Met1 routing:
Scale bar: 20 um.
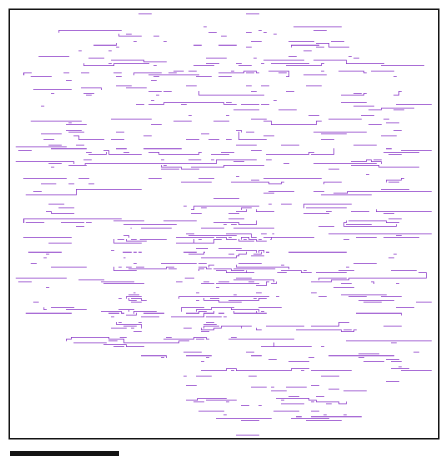
Metal 2:
Scale bar: 20 um.
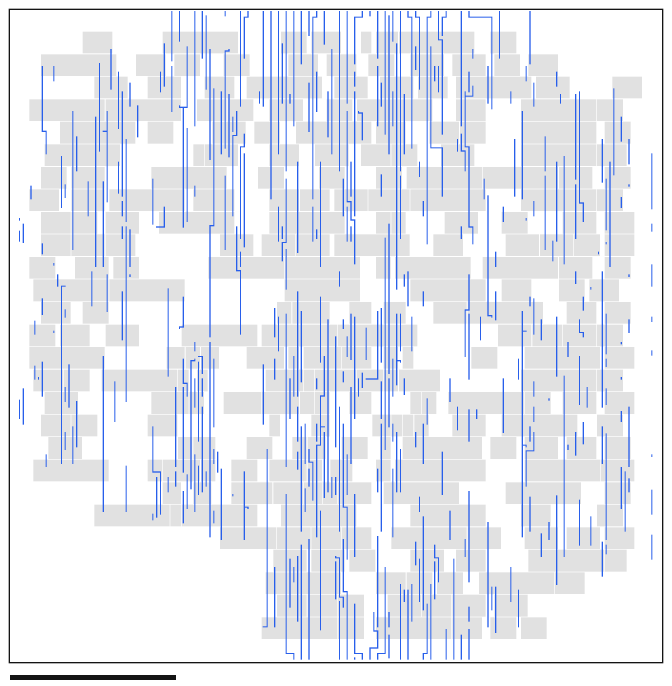
File: config.mk
export PLATFORM = sky130hd
export DESIGN_NAME = dmem_access_ctrl
export DESIGN_NICKNAME = d
export VERILOG_FILES = /design/src/rtl/dmem_ctrl_pkg.sv /design/src/rtl/dmem_lat_counter.sv /design/src/rtl/dmem_access_ctrl.sv
export SDC_FILE = /design/constraint.sdc
export NUM_CORES = 1
export LEC_CHECK = 0
export CORE_MARGIN = 2
export CORE_UTILIZATION = 42
export CTS_CLUSTER_DIAMETER = 60
export CTS_CLUSTER_SIZE = 8
export DETAILED_ROUTE_END_ITERATION = 12
export GPL_TIMING_DRIVEN = 0
export PLACE_DENSITY = 0.88
export SLEW_MARGIN = 10
export SYNTH_ARGS = -nofsm -noshare
export SYNTH_HDL_FRONTEND = slang
export SYNTH_SLANG_ARGS = --single-unit
File: constraint.sdc
create_clock -name clock -period 2.4 [get_ports clock]
set_clock_uncertainty 0.15 [all_clocks]
set_input_delay 0.48 -clock clock [delete_from_list [all_inputs] [get_ports clock]]
set_output_delay 0.48 -clock clock [all_outputs]
set_load 0.1 [all_outputs]
File: src/rtl/dmem_ctrl_pkg.sv
// ---------------------------------------------------------------------------
// dmem_ctrl_pkg
// Shared types and constants for the DMEM load/store sequencer.
//   ADDR_W / BANK_W / OFFS_W : address layout (bank in the top BANK_W bits)
//   state_e                  : sequencer state encoding
//   MEM_RD / MEM_WR          : DMEM read_write encoding
//   GUARD_BANK               : bank that is write-protected when
//                              DMEM_BANK_GUARD_EN is defined
// ---------------------------------------------------------------------------
package dmem_ctrl_pkg;

    localparam int ADDR_W = 13;
    localparam int BANK_W = 3;
    localparam int OFFS_W = 10;

    typedef enum logic [1:0] {
        IDLE   = 2'd0,
        ACCESS = 2'd1,
        WAIT   = 2'd2,
        RESP   = 2'd3
    } state_e;

    localparam logic MEM_RD = 1'b1;
    localparam logic MEM_WR = 1'b0;

    localparam logic [BANK_W-1:0] GUARD_BANK = 3'd0;

    // Bank field of a full-width address.
    function automatic logic [BANK_W-1:0] bank_of(input logic [ADDR_W-1:0] addr);
        return addr[ADDR_W-1 -: BANK_W];
    endfunction

endpackage

File: src/rtl/dmem_lat_counter.sv
// ---------------------------------------------------------------------------
// dmem_lat_counter
// 4-bit clear/enable counter that measures the DMEM access latency.
//   clock : rising-edge clock
//   reset : asynchronous active-low reset (count -> 0)
//   clr   : synchronous clear (has priority over en)
//   en    : increment enable
//   tc    : terminal count, high while count == MEM_LAT-1
// ---------------------------------------------------------------------------
module dmem_lat_counter #(
    parameter int MEM_LAT = 2
) (
    input  logic clock,
    input  logic reset,
    input  logic clr,
    input  logic en,
    output logic tc
);

    logic [3:0] count_q;
    logic [3:0] count_d;

    // Next-count selection: clear wins over increment.
    always_comb begin
        count_d = count_q;
        if (clr) begin
            count_d = 4'd0;
        end else if (en) begin
            count_d = count_q + 4'd1;
        end else begin
            count_d = count_q;
        end
    end

    // Count register.
    always_ff @(posedge clock or negedge reset) begin
        if (!reset) begin
            count_q <= 4'd0;
        end else begin
            count_q <= count_d;
        end
    end

    assign tc = (count_q == 4'(MEM_LAT - 1));

endmodule

File: src/rtl/dmem_access_ctrl.sv
// ---------------------------------------------------------------------------
// dmem_access_ctrl
// One-at-a-time load/store sequencer in front of DMEM_TopLevel.
// A request is latched on the req handshake, presented to DMEM for one ACCESS
// cycle plus MEM_LAT WAIT cycles, and (for loads) the captured read data is
// returned on the rsp channel until the core accepts it.
//
// Ports:
//   clock, reset              : clock, asynchronous active-low reset
//   req_valid/req_ready       : request handshake
//   req_we, req_addr, req_wdata : request (1 = store)
//   rsp_valid/rsp_ready       : load response handshake
//   rsp_rdata, rsp_err        : load data, error flag
//   busy                      : high whenever not IDLE
//   mem_address, mem_read_write, mem_data_in : to DMEM (read_write 1 = read)
//   mem_data_out              : from DMEM
//
// Optional build macro: DMEM_BANK_GUARD_EN
//   Makes bank 0 write-protected: a store there never writes DMEM, returns to
//   IDLE straight from ACCESS and pulses rsp_err for the ACCESS cycle.
//   Without the macro rsp_err is constant 0 and every bank is writable.
// ---------------------------------------------------------------------------
module dmem_access_ctrl #(
    parameter int DATA_W  = 16,
    parameter int ADDR_W  = 13,
    parameter int MEM_LAT = 2
) (
    input  logic              clock,
    input  logic              reset,
    input  logic              req_valid,
    output logic              req_ready,
    input  logic              req_we,
    input  logic [ADDR_W-1:0] req_addr,
    input  logic [DATA_W-1:0] req_wdata,
    output logic              rsp_valid,
    input  logic              rsp_ready,
    output logic [DATA_W-1:0] rsp_rdata,
    output logic              rsp_err,
    output logic              busy,
    output logic [ADDR_W-1:0] mem_address,
    output logic              mem_read_write,
    output logic [DATA_W-1:0] mem_data_in,
    input  logic [DATA_W-1:0] mem_data_out
);

    import dmem_ctrl_pkg::*;

    state_e            state_q, state_d;
    logic              req_ready_q, req_ready_d;
    logic              rsp_valid_q, rsp_valid_d;
    logic [DATA_W-1:0] rsp_rdata_q, rsp_rdata_d;
    logic              rsp_err_q, rsp_err_d;
    logic              busy_q, busy_d;
    logic [ADDR_W-1:0] mem_address_q, mem_address_d;
    logic              mem_rw_q, mem_rw_d;
    logic [DATA_W-1:0] mem_data_in_q, mem_data_in_d;
    logic              is_store_q, is_store_d;
`ifdef DMEM_BANK_GUARD_EN
    logic              guard_q, guard_d;
`endif

    logic cnt_clr_s;
    logic cnt_en_s;
    logic cnt_tc_s;

    // The counter is cleared during ACCESS so it reads 0 on the first WAIT cycle.
    assign cnt_clr_s = (state_q == ACCESS);
    assign cnt_en_s  = (state_q == WAIT);

    dmem_lat_counter #(
        .MEM_LAT (MEM_LAT)
    ) u_lat_counter (
        .clock (clock),
        .reset (reset),
        .clr   (cnt_clr_s),
        .en    (cnt_en_s),
        .tc    (cnt_tc_s)
    );

    // Next-state and next-output computation for the sequencer.
    always_comb begin
        state_d       = state_q;
        req_ready_d   = req_ready_q;
        rsp_valid_d   = rsp_valid_q;
        rsp_rdata_d   = rsp_rdata_q;
        rsp_err_d     = 1'b0;
        busy_d        = busy_q;
        mem_address_d = mem_address_q;
        mem_rw_d      = mem_rw_q;
        mem_data_in_d = mem_data_in_q;
        is_store_d    = is_store_q;
`ifdef DMEM_BANK_GUARD_EN
        guard_d       = guard_q;
`endif
        case (state_q)
            IDLE: begin
                // DMEM stays in read mode while idle.
                mem_rw_d = MEM_RD;
                if (req_valid && req_ready_q) begin
                    state_d       = ACCESS;
                    req_ready_d   = 1'b0;
                    busy_d        = 1'b1;
                    mem_address_d = req_addr;
                    mem_data_in_d = req_wdata;
                    is_store_d    = req_we;
                    mem_rw_d      = req_we ? MEM_WR : MEM_RD;
`ifdef DMEM_BANK_GUARD_EN
                    if (req_we && (bank_of(req_addr) == GUARD_BANK)) begin
                        // Protected store: never drive a write, flag it in ACCESS.
                        mem_rw_d  = MEM_RD;
                        rsp_err_d = 1'b1;
                        guard_d   = 1'b1;
                    end else begin
                        guard_d   = 1'b0;
                    end
`endif
                end else begin
                    state_d = IDLE;
                end
            end
            ACCESS: begin
`ifdef DMEM_BANK_GUARD_EN
                if (guard_q) begin
                    state_d     = IDLE;
                    req_ready_d = 1'b1;
                    busy_d      = 1'b0;
                    guard_d     = 1'b0;
                end else begin
                    state_d = WAIT;
                end
`else
                state_d = WAIT;
`endif
            end
            WAIT: begin
                if (cnt_tc_s) begin
                    if (is_store_q) begin
                        // Write ends on the same edge the sequencer goes idle.
                        state_d     = IDLE;
                        mem_rw_d    = MEM_RD;
                        req_ready_d = 1'b1;
                        busy_d      = 1'b0;
                    end else begin
                        state_d     = RESP;
                        rsp_valid_d = 1'b1;
                        rsp_rdata_d = mem_data_out;
                    end
                end else begin
                    state_d = WAIT;
                end
            end
            RESP: begin
                if (rsp_ready) begin
                    state_d     = IDLE;
                    rsp_valid_d = 1'b0;
                    req_ready_d = 1'b1;
                    busy_d      = 1'b0;
                end else begin
                    state_d = RESP;
                end
            end
            default: begin
                state_d     = IDLE;
                req_ready_d = 1'b1;
                rsp_valid_d = 1'b0;
                busy_d      = 1'b0;
                mem_rw_d    = MEM_RD;
            end
        endcase
    end

    // State and registered-output flops.
    always_ff @(posedge clock or negedge reset) begin
        if (!reset) begin
            state_q       <= IDLE;
            req_ready_q   <= 1'b1;
            rsp_valid_q   <= 1'b0;
            rsp_rdata_q   <= '0;
            rsp_err_q     <= 1'b0;
            busy_q        <= 1'b0;
            mem_address_q <= '0;
            mem_rw_q      <= MEM_RD;
            mem_data_in_q <= '0;
            is_store_q    <= 1'b0;
`ifdef DMEM_BANK_GUARD_EN
            guard_q       <= 1'b0;
`endif
        end else begin
            state_q       <= state_d;
            req_ready_q   <= req_ready_d;
            rsp_valid_q   <= rsp_valid_d;
            rsp_rdata_q   <= rsp_rdata_d;
            rsp_err_q     <= rsp_err_d;
            busy_q        <= busy_d;
            mem_address_q <= mem_address_d;
            mem_rw_q      <= mem_rw_d;
            mem_data_in_q <= mem_data_in_d;
            is_store_q    <= is_store_d;
`ifdef DMEM_BANK_GUARD_EN
            guard_q       <= guard_d;
`endif
        end
    end

    assign req_ready      = req_ready_q;
    assign rsp_valid      = rsp_valid_q;
    assign rsp_rdata      = rsp_rdata_q;
    assign rsp_err        = rsp_err_q;
    assign busy           = busy_q;
    assign mem_address    = mem_address_q;
    assign mem_read_write = mem_rw_q;
    assign mem_data_in    = mem_data_in_q;

endmodule

==> impl_metrics.yaml <==
# synthesis and place-and-route metrics
run_status:
  outcome: "finished, final reports clean"
floorplanning:
  core_mm2: 0.005439
  pin_count: 100
  die_area_mm2: 0.006199
  row_count: 27
  initCoreUtil_pct: 43.13
  dieHeight_um: 78.74
  die_w_um: 78.74
synth:
  largest_area_cell: "dfrtp_1"
  ys_ff: 56
  synth_cell_types: 31
  ys.flop_type: "dfrtp_1"
  syn_area_per_cell_um2: 14.39
  syn_area_mm2: 0.002346
  yosysMostFrequentCell: "dfrtp_1"
  synthArstFlopShare_pct: 100.0
  postSynthSeqShare_pct: 59.84
  yosysTopAreaCellShare_pct: 57.60
  synthTopCellsByArea: "dfrtp_1 58%, mux2_2 22%, ha_1 4.3%"
  postSynthCellCount: 163
  mux_area_share_pct: 22.03
  ys_chip_area_mm2: 0.002346
  xor_area_share_pct: 0
  aoi_share_pct: 5.653
  top_cells_by_count: "54 x dfrtp_1, 45 x mux2_2, 8 x ha_1"
  simple_gate_area_share_pct: 5.653
  yosysWarnings: 0
  syn-num-nets: 221
  edf_count: 0
  logic_family: "multiplexers"
  yosysCellCount: 163
  ys_sh_adder_pct: 4.267
global_routing:
  grt.met1_usage_pct: 19.11
  track_usage_pct: 16.56
  grt_first_pass_wirelength_mm: 8.045
  grt_max_degree: 57
  first_global_vias: 1787
  grt_busiest_layer: "met2"
  grt_overflow: 0
  gr-usage-met3_pct: 4.545
  antenna_found_initial: 0
timing:
  worst_slack_ns: 0.06446
  finalCriticalPeriod_ns: 2.336
  finalHoldViolCount: 0
  max_slew_margin_pct: 35.05
  period_used_pct: 97.31
  fmax_mhz: 428.2
  worstMarginPinSlew_ns: 0.9782
  rsz0062_at_grt: "no"
  slew_violations: 0
  finalSetupViolCount: 0
critical_path:
  r2r_cells: 6
  crit_type: "reg -> out"
  critPathMaxStageDelay_ns: 0.86
  cpLargestDelayFamily: "buffers and inverters"
  r2r_setup_slack_ns: 0.38
  critPathMaxFanout: 2
  end_kind: "output port"
  worstPathCellList: "dlygate4sd2_1"
  startpoint_type: "register"
  critical_path_arrival_ns: 1.71
  required_ns: 1.77
  cp.depth: 1
  path_buffers: 1
  slowest_stage: "dlygate4sd2_1"
drt:
  first_pass_iters: 4
  drcViolationCount: 0
  routedWlPerCell_um: 14.00
  ant_nets: 0
  drt_iter0_drc: 39
  vias_per_cell: 4.795
placement:
  port_buffers: 98
  dp.cells: 333
  hpwl_mm: 3.578
  place_ws_ns: 0.03559
  postPlaceCellArea_mm2: 0.003415
  place_congestion: 0.7725
clock_tree:
  cts.sinks: 56
  cts_tree: "yes"
  cts_buffers: 5
  cts_buffer_depth: 2
  clkSlewWorstSetupHoldPaths_ns: 0.10
  ctsHoldBuffers: 0
  root_buffer: "clkbuf_8"
  cts_setup_buffers: 0
  htree_levels: 2
  clock_latency_ns: 0.31
final_layout:
  area_growth_pct: 47.79
  drive_above_1_share_pct: 24.54
  antenna_cells: 0
  design_area_mm2: 0.003467
  nets: 326
  stdcell_count: 341
hold_path:
  hold_class: "in -> async"
job:
  warnings: 32
  cap_violations: 0
## Picture notes: 'met1 routing'
wire length on this layer	1920 um
nets with wire on the layer	270
longest straight run	24.2 um
main direction	horizontal
drt total wl: 4.774 mm
via count: 1635

## Picture notes: 'metal 2'
share of all routed wire	52%
wire length on this layer	2460 um
longest straight run	29.6 um
GR Layer Usage met2: 29.40%

path summary, 6_finish.rpt:
path / to / from
min in group clock: rsp_rdata[1] / rsp_rdata[1]
hold / removal: mem_data_in[0] / reset
setup / recovery: mem_read_write / mem_read_write
hold reg to reg: rsp_rdata[1] / rsp_rdata[1]
max in group asynchronous: u_lat_counter.count_q[0] / reset
setup reg to reg: rsp_rdata[5] / state_q[0]
stage by stage:
step	TNS, ns	hold slack (ns)	utilization [%]
floorplan	0	0.03441	-
global placement	-57.50	0.3351	62.82
detailed placement	0	0.3429	62.78
CTS	0	0.08579	63.75
global route	0	0.1085	63.75
finish	0	0.06595	63.75
state kept, by name (all words and copies together), names as in the netlist:
signal	cells
mem_address	13
rsp_valid	1
busy	1
mem_data_in	16
is_store_q	1
req_ready	1
u_lat_counter.count_q	4
rsp_rdata	16
state_q	2
mem_read_write	1
placed cells by master (no fill, tap or decap), types with 4 or more instances in the layout:
cell	count
dfrtp_1	54
clkdlybuf4s50_1	48
dlygate4sd2_1	48
mux2_2	45
ha_1	8
inv_1	6
a21oi_1	6
o21ai_0	6
clkbuf_8	5
nand3_1	4
cell families (layout without fill, tap and decap cells):
group                      count (synthesis)  in the layout
DFF                                       56             56
muxes                                     46             46
AOI/OAI and AO/OA                         21             21
and+or+nand+nor                           20             20
buffers and inverters                     11            117
adders and majority gates                  8              8
other                                      1              1
layout make-up:
type / count / area (um2)
fillers: 443 / 1972
flip-flops and latches: 56 / 1404
repair buffers: 98 / 919.6
multi-input cells: 96 / 885.9
well taps: 72 / 90.09
clock buffers: 6 / 72.57
clock inverters: 2 / 38.79
plain buffers: 5 / 33.78
inverters: 6 / 22.52
per-layer routing:
metal | up-vias | wire (um)
met4 | 0 | 68
met1 | 794 | 1918
li1 | 780 | -
met5 | - | 0
met2 | 55 | 2463
met3 | 6 | 324
repair_timing:
item / CTS / global route
hold endpoints to repair: 0 / 0
endpoints found under the setup margin: 49 / 0
gates resized: 51 / 0
